===== config.mk =====
export PLATFORM = sky130hd
export DESIGN_NAME = dram_refresh_arbiter
export DESIGN_NICKNAME = d
export VERILOG_FILES = /design/src/rtl/dram_refresh_arbiter.sv
export SDC_FILE = /design/constraint.sdc
export NUM_CORES = 1
export LEC_CHECK = 0
export ABC_CLOCK_PERIOD_IN_PS = 7650
export CORE_MARGIN = 2
export CORE_UTILIZATION = 57
export CTS_BUF_LIST = sky130_fd_sc_hd__clkbuf_16
export DETAILED_ROUTE_END_ITERATION = 8
export HOLD_SLACK_MARGIN = 0.02
export MAX_ROUTING_LAYER = met4
export PLACE_DENSITY_LB_ADDON = 0.2
export SLEW_MARGIN = 20
export SYNTH_ARGS = -nofsm -noshare
export SYNTH_HDL_FRONTEND = slang
export SYNTH_SLANG_ARGS = --single-unit

===== constraint.sdc =====
create_clock -name CLK -period 7.65 [get_ports CLK]
set_input_delay 1.53 -clock CLK [delete_from_list [all_inputs] [get_ports CLK]]
set_output_delay 1.53 -clock CLK [all_outputs]
set_load 0.01 [all_outputs]

===== src/rtl/dram_refresh_arbiter.sv =====
// FastRAM FPM DRAM sequencer: arbitrates 68000 bus accesses against interval-timed
// CAS-before-RAS refresh, hiding refresh in idle time and forcing it once debt saturates.
module dram_refresh_arbiter #(
  parameter int unsigned REFRESH_INTERVAL = 109,
  parameter int unsigned MAX_DEBT         = 4
) (
  input  logic       CLK,
  input  logic       RESET,
  input  logic       ACC_REQ,
  input  logic       ACC_UBE,
  input  logic       ACC_LBE,
  output logic       RASn,
  output logic       UCASn,
  output logic       LCASn,
  output logic       MUX_COL,
  output logic       ACC_ACK,
  output logic       REF_BUSY,
  output logic [2:0] DEBT,
  output logic       OVERRUN
);

  localparam int unsigned CntW = (REFRESH_INTERVAL > 1) ? $clog2(REFRESH_INTERVAL) : 1;
  localparam logic [CntW-1:0] CntLast = CntW'(REFRESH_INTERVAL - 1);
  localparam logic [2:0] DebtMax = 3'(MAX_DEBT);

  typedef enum logic [2:0] {
    StIdle,
    StAccRow,
    StAccCol,
    StAccCas,
    StRefCas,
    StRefRas,
    StPre
  } state_e;

  state_e          state_q, state_d;
  logic [CntW-1:0] interval_q;
  logic            ras_cnt_q;
  logic            tick;
  logic            debt_full;
  logic            ref_start;

  assign tick      = (interval_q == CntLast);
  assign debt_full = (DEBT >= DebtMax);
  // Forced refresh outranks a pending access; hidden refresh only when the bus is quiet.
  assign ref_start = (state_q == StIdle) && (debt_full || (!ACC_REQ && (DEBT != 3'd0)));

  // Interval timer, refresh debt and sticky overrun flag.
  always_ff @(posedge CLK or posedge RESET) begin
    if (RESET) begin
      interval_q <= '0;
      DEBT       <= 3'd0;
      OVERRUN    <= 1'b0;
    end else begin
      interval_q <= tick ? '0 : interval_q + 1'b1;
      case ({tick, ref_start})
        2'b10: begin
          if (debt_full) begin
            OVERRUN <= 1'b1;
          end else begin
            DEBT <= DEBT + 3'd1;
          end
        end
        2'b01:   DEBT <= DEBT - 3'd1;
        // A tick landing on a refresh start is paid off immediately.
        default: DEBT <= DEBT;
      endcase
    end
  end

  always_comb begin
    state_d = state_q;
    case (state_q)
      StIdle: begin
        if (ref_start) begin
          state_d = StRefCas;
        end else if (ACC_REQ) begin
          state_d = StAccRow;
        end
      end
      StAccRow: state_d = StAccCol;
      StAccCol: state_d = StAccCas;
      StAccCas: begin
        if (!ACC_REQ) begin
          state_d = StPre;
        end
      end
      StRefCas: state_d = StRefRas;
      StRefRas: begin
        if (ras_cnt_q) begin
          state_d = StPre;
        end
      end
      StPre:    state_d = StIdle;
      default:  state_d = StIdle;
    endcase
  end

  // State plus strobes, all registered from the next state so nothing reaches a pin
  // combinationally.
  always_ff @(posedge CLK or posedge RESET) begin
    if (RESET) begin
      state_q   <= StIdle;
      ras_cnt_q <= 1'b0;
      RASn      <= 1'b1;
      UCASn     <= 1'b1;
      LCASn     <= 1'b1;
      MUX_COL   <= 1'b0;
      ACC_ACK   <= 1'b0;
      REF_BUSY  <= 1'b0;
    end else begin
      state_q   <= state_d;
      ras_cnt_q <= (state_q == StRefRas) ? ~ras_cnt_q : 1'b0;
      RASn      <= !(state_d inside {StAccRow, StAccCol, StAccCas, StRefRas});
      UCASn     <= !(((state_d == StAccCas) && ACC_UBE) || (state_d inside {StRefCas, StRefRas}));
      LCASn     <= !(((state_d == StAccCas) && ACC_LBE) || (state_d inside {StRefCas, StRefRas}));
      MUX_COL   <= (state_d inside {StAccCol, StAccCas});
      ACC_ACK   <= (state_d == StAccCas);
      // Precharge after a refresh still counts as refresh time.
      REF_BUSY  <= (state_d inside {StRefCas, StRefRas}) ||
                   ((state_d == StPre) && (state_q == StRefRas));
    end
  end

endmodule


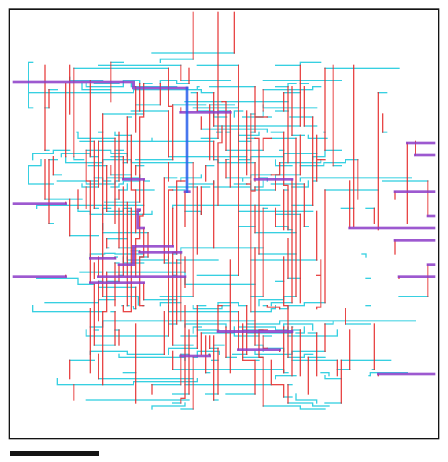
Fig. 1. Signal wires by layer.
Bar = 10 µm.
layer	color	wire length
metal 2	red	1020 µm
metal 1	cyan	986 µm
metal 3	purple	129 µm
metal 4	blue	11.6 µm
wirelength, routed: 2.15 mm
DR vias: 849
Global Route Usage Sum: 0.223
per-cell routed wire length: 14.6 µm

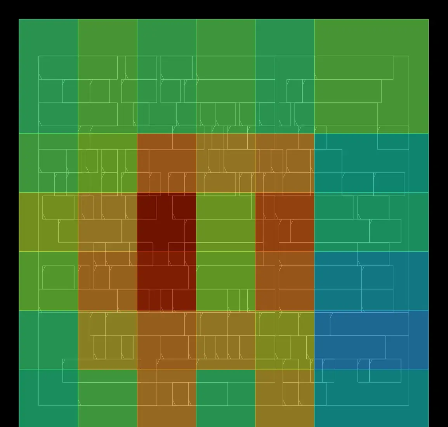
Fig. 2. Routing congestion.
met1 usage: 0.303
final core occ: 0.755

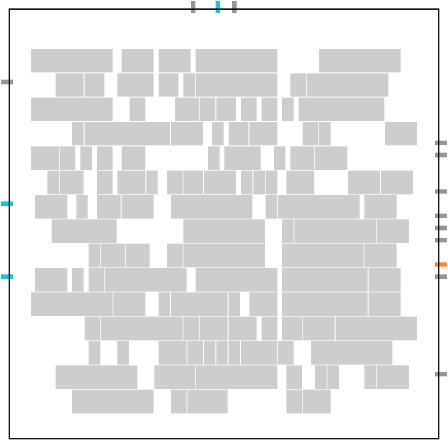
Fig. 3. I/O pins on the die edge.
Pins as bars across the die edge, other pins in gray.
port	color	pins	direction	edge
DEBT	cyan	3	output	2 left, 1 top
UCASn	orange	1	output	right
port buffer count: 14
width of the chip: 47.8 µm
die extent in y: 47.8 µm

==> notes.md <==
On the backend side, the flow ran end to end.

The flow ran to the end, and the final reports show no timing, DRC or antenna violations. The post-synthesis share of cell area spent on and, or, nand and nor gates stands at 0.192. The total number of placement rows stands at 15. The yosys synthesis chip area stands at 1090 µm². Warnings reported by Yosys during synthesis add up to 0.

Synthesis handed over a netlist of 107 instances. The post-CTS setup repair buffer count stands at 0. The final count of negative-setup-slack endpoints stands at 0. The number of placed instances with taps included stands at 143.

STA classifies the critical path startpoint as an input pin. Along the worst path, the maximum fanout reaches 6. Walking the worst path, the cells encountered are clkdlybuf4s50_1 > nor2b_1 > a311oi_4 > nand2_1 > fa_1 > or4_1 > a32oi_1.

The synth_stat.txt file lists the number of cells as 107. Entering global routing, the biggest net connects 22 pins. The proportion of synthesized area in mux cells stands at 0.0274. Among logic cells in the layout, the one with the most instances is sky130_fd_sc_hd__dfrtp_1. TritonCTS built the clock tree. The fill cell total of the finished layout stands at 131. No sink is reached through more buffers than the 2 on the longest clock path. For reference, the top logic cell family by area is AND-OR/OR-AND gates. The post-synthesis share of cell area spent on xor and xnor gates stands at 0.00800. The data required time reported for the critical path is 7.82 ns. From synthesis to final layout, the design area changed by 21.6%. The power density relative to cell area stands at 302 nW/µm². The aggregate negative setup slack stands at 0 ns. In the synthesized netlist the dominant register cell turns out to be sky130_fd_sc_hd__dfrtp_1. The maximum level of the CTS H-tree stands at 1. The number of antenna cells inserted stands at 0. For this design, the CTS-stage hold fixing added 0 buffers.
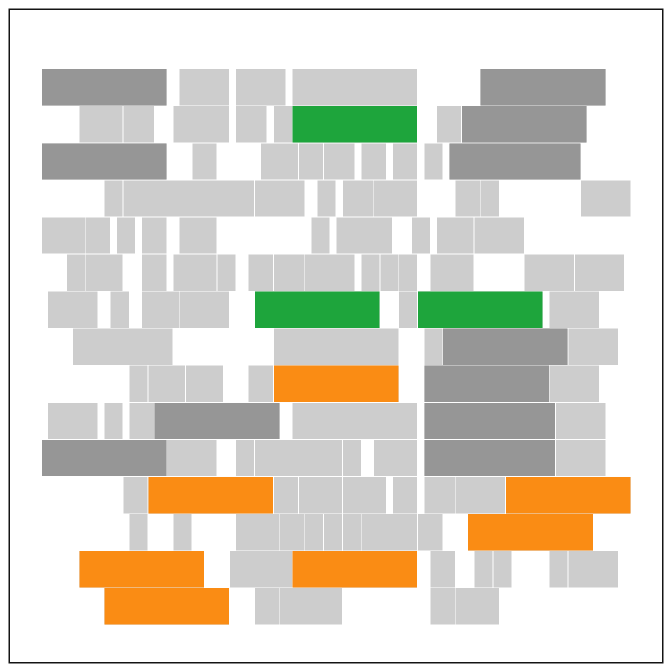
Fig. 4. Where the registers sit.
Other sequential cells in the stronger gray, the rest of the logic in the fainter gray.
name in the netlist	color	flops
interval_q	orange	7
state_q	green	3
sequential cell area: 529 µm²
sequential cell area share: 0.398

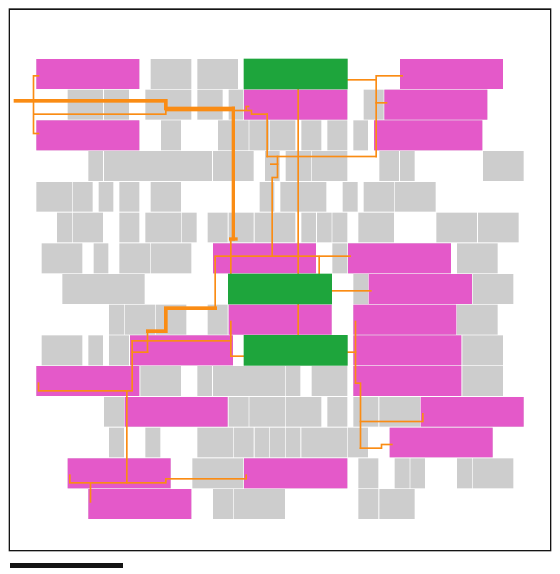
Fig. 5. Clock network drawn from the DEF.
Bar = 10 µm.
[clock wires] orange | length: 252 µm
[clock drivers] green | count: 3
[flip-flops] magenta | count: 21
flops lie	widely spread
Clock Latency Late Sink: 0.25 ns
Setup Skew: 0.00425 ns
clock distribution power: 0.000109 W
Clk network pwr share: 0.271

==> final cells by class <==
class | count | area share
clock buffer | 3 | 0.0564
inverter | 11 | 0.0310
clock inverter | 1 | 0.00282
tap | 25 | 0.0235
sequential | 21 | 0.398
timing repair buffer | 14 | 0.105
multi-input combinational | 72 | 0.383
==> worst max-delay path: cells and delay by family <==
kind,cells,cell delay [ns]
and+or+nand+nor,3,0.88
AOI/OAI and AO/OA,2,0.64
adders and majority gates,1,0.48
buffers and inverters,1,0.43
==> worst paths after layout <==
kind                            depth (start not counted)      end  startpoint
worst max-delay path                                    7  DEBT[1]     ACC_REQ
worst min-delay path                                    1  OVERRUN     OVERRUN
worst max register to register                          6  DEBT[1]  state_q[2]
worst min register to register                          1  OVERRUN     OVERRUN
max in group asynchronous                               2  DEBT[0]       RESET
min in group asynchronous                               2  DEBT[1]       RESET
==> kinds of logic after synthesis <==
group                    after synthesis
AND/OR/NAND/NOR                       36
AND-OR/OR-AND                         29
flip-flops                            21
buffers and inverters                 14
multiplexers                           3
adder cells (fa/ha/maj)                3
XOR/XNOR                               1
==> Yosys cell counts (3+ instances only) <==
library cell              count  area share
sky130_fd_sc_hd__dfrtp_1     18        0.41
sky130_fd_sc_hd__dfstp_2      3       0.072
sky130_fd_sc_hd__mux2i_1      3       0.027
sky130_fd_sc_hd__a21oi_1      3       0.014
sky130_fd_sc_hd__o21ai_0     10       0.046
sky130_fd_sc_hd__nor3_1       4       0.018
sky130_fd_sc_hd__nor2_1       7       0.024
sky130_fd_sc_hd__nand2_1      9       0.031
sky130_fd_sc_hd__inv_1       11       0.038
sky130_fd_sc_hd__nand3_1      3       0.014
==> metrics by stage <==
step	hold slack (ns)	power [W]	setup slack, ns
final	0.473	0.000402	3.85
after floorplan	0.433	0.000244	4.26
after global routing	0.479	0.000424	3.78
after detailed placement	0.461	0.000294	3.63
after global placement	0.451	0.000289	3.75
after CTS	0.473	0.000403	3.86
==> flip-flops by register name, summed over array words and instances, names as in the netlist <==
register / flops
DEBT: 3
state_q: 3
RASn: 1
ras_cnt_q: 1
interval_q: 7
REF_BUSY: 1
LCASn: 1
OVERRUN: 1
ACC_ACK: 1
MUX_COL: 1
UCASn: 1
==> power by group through the flow <==
stage,clock [W],combinational (W),sequential (W)
after floorplan,0,0.0000777,0.000166
after detailed placement,0,0.000125,0.000169
after CTS,0.000109,0.000127,0.000167
final,0.000109,0.000126,0.000167
after global placement,0,0.000122,0.000167
after global routing,0.000114,0.000139,0.000171
==> per-layer routing <==
layer | share of wire | global-route usage
met1 | 0.46 | 0.303
met2 | 0.48 | 0.341
met3 | 0.060 | 0.0264
met4 | 0.0051 | 0.0865
met5 | 0 | -
Power and IR drop assume default switching activity.
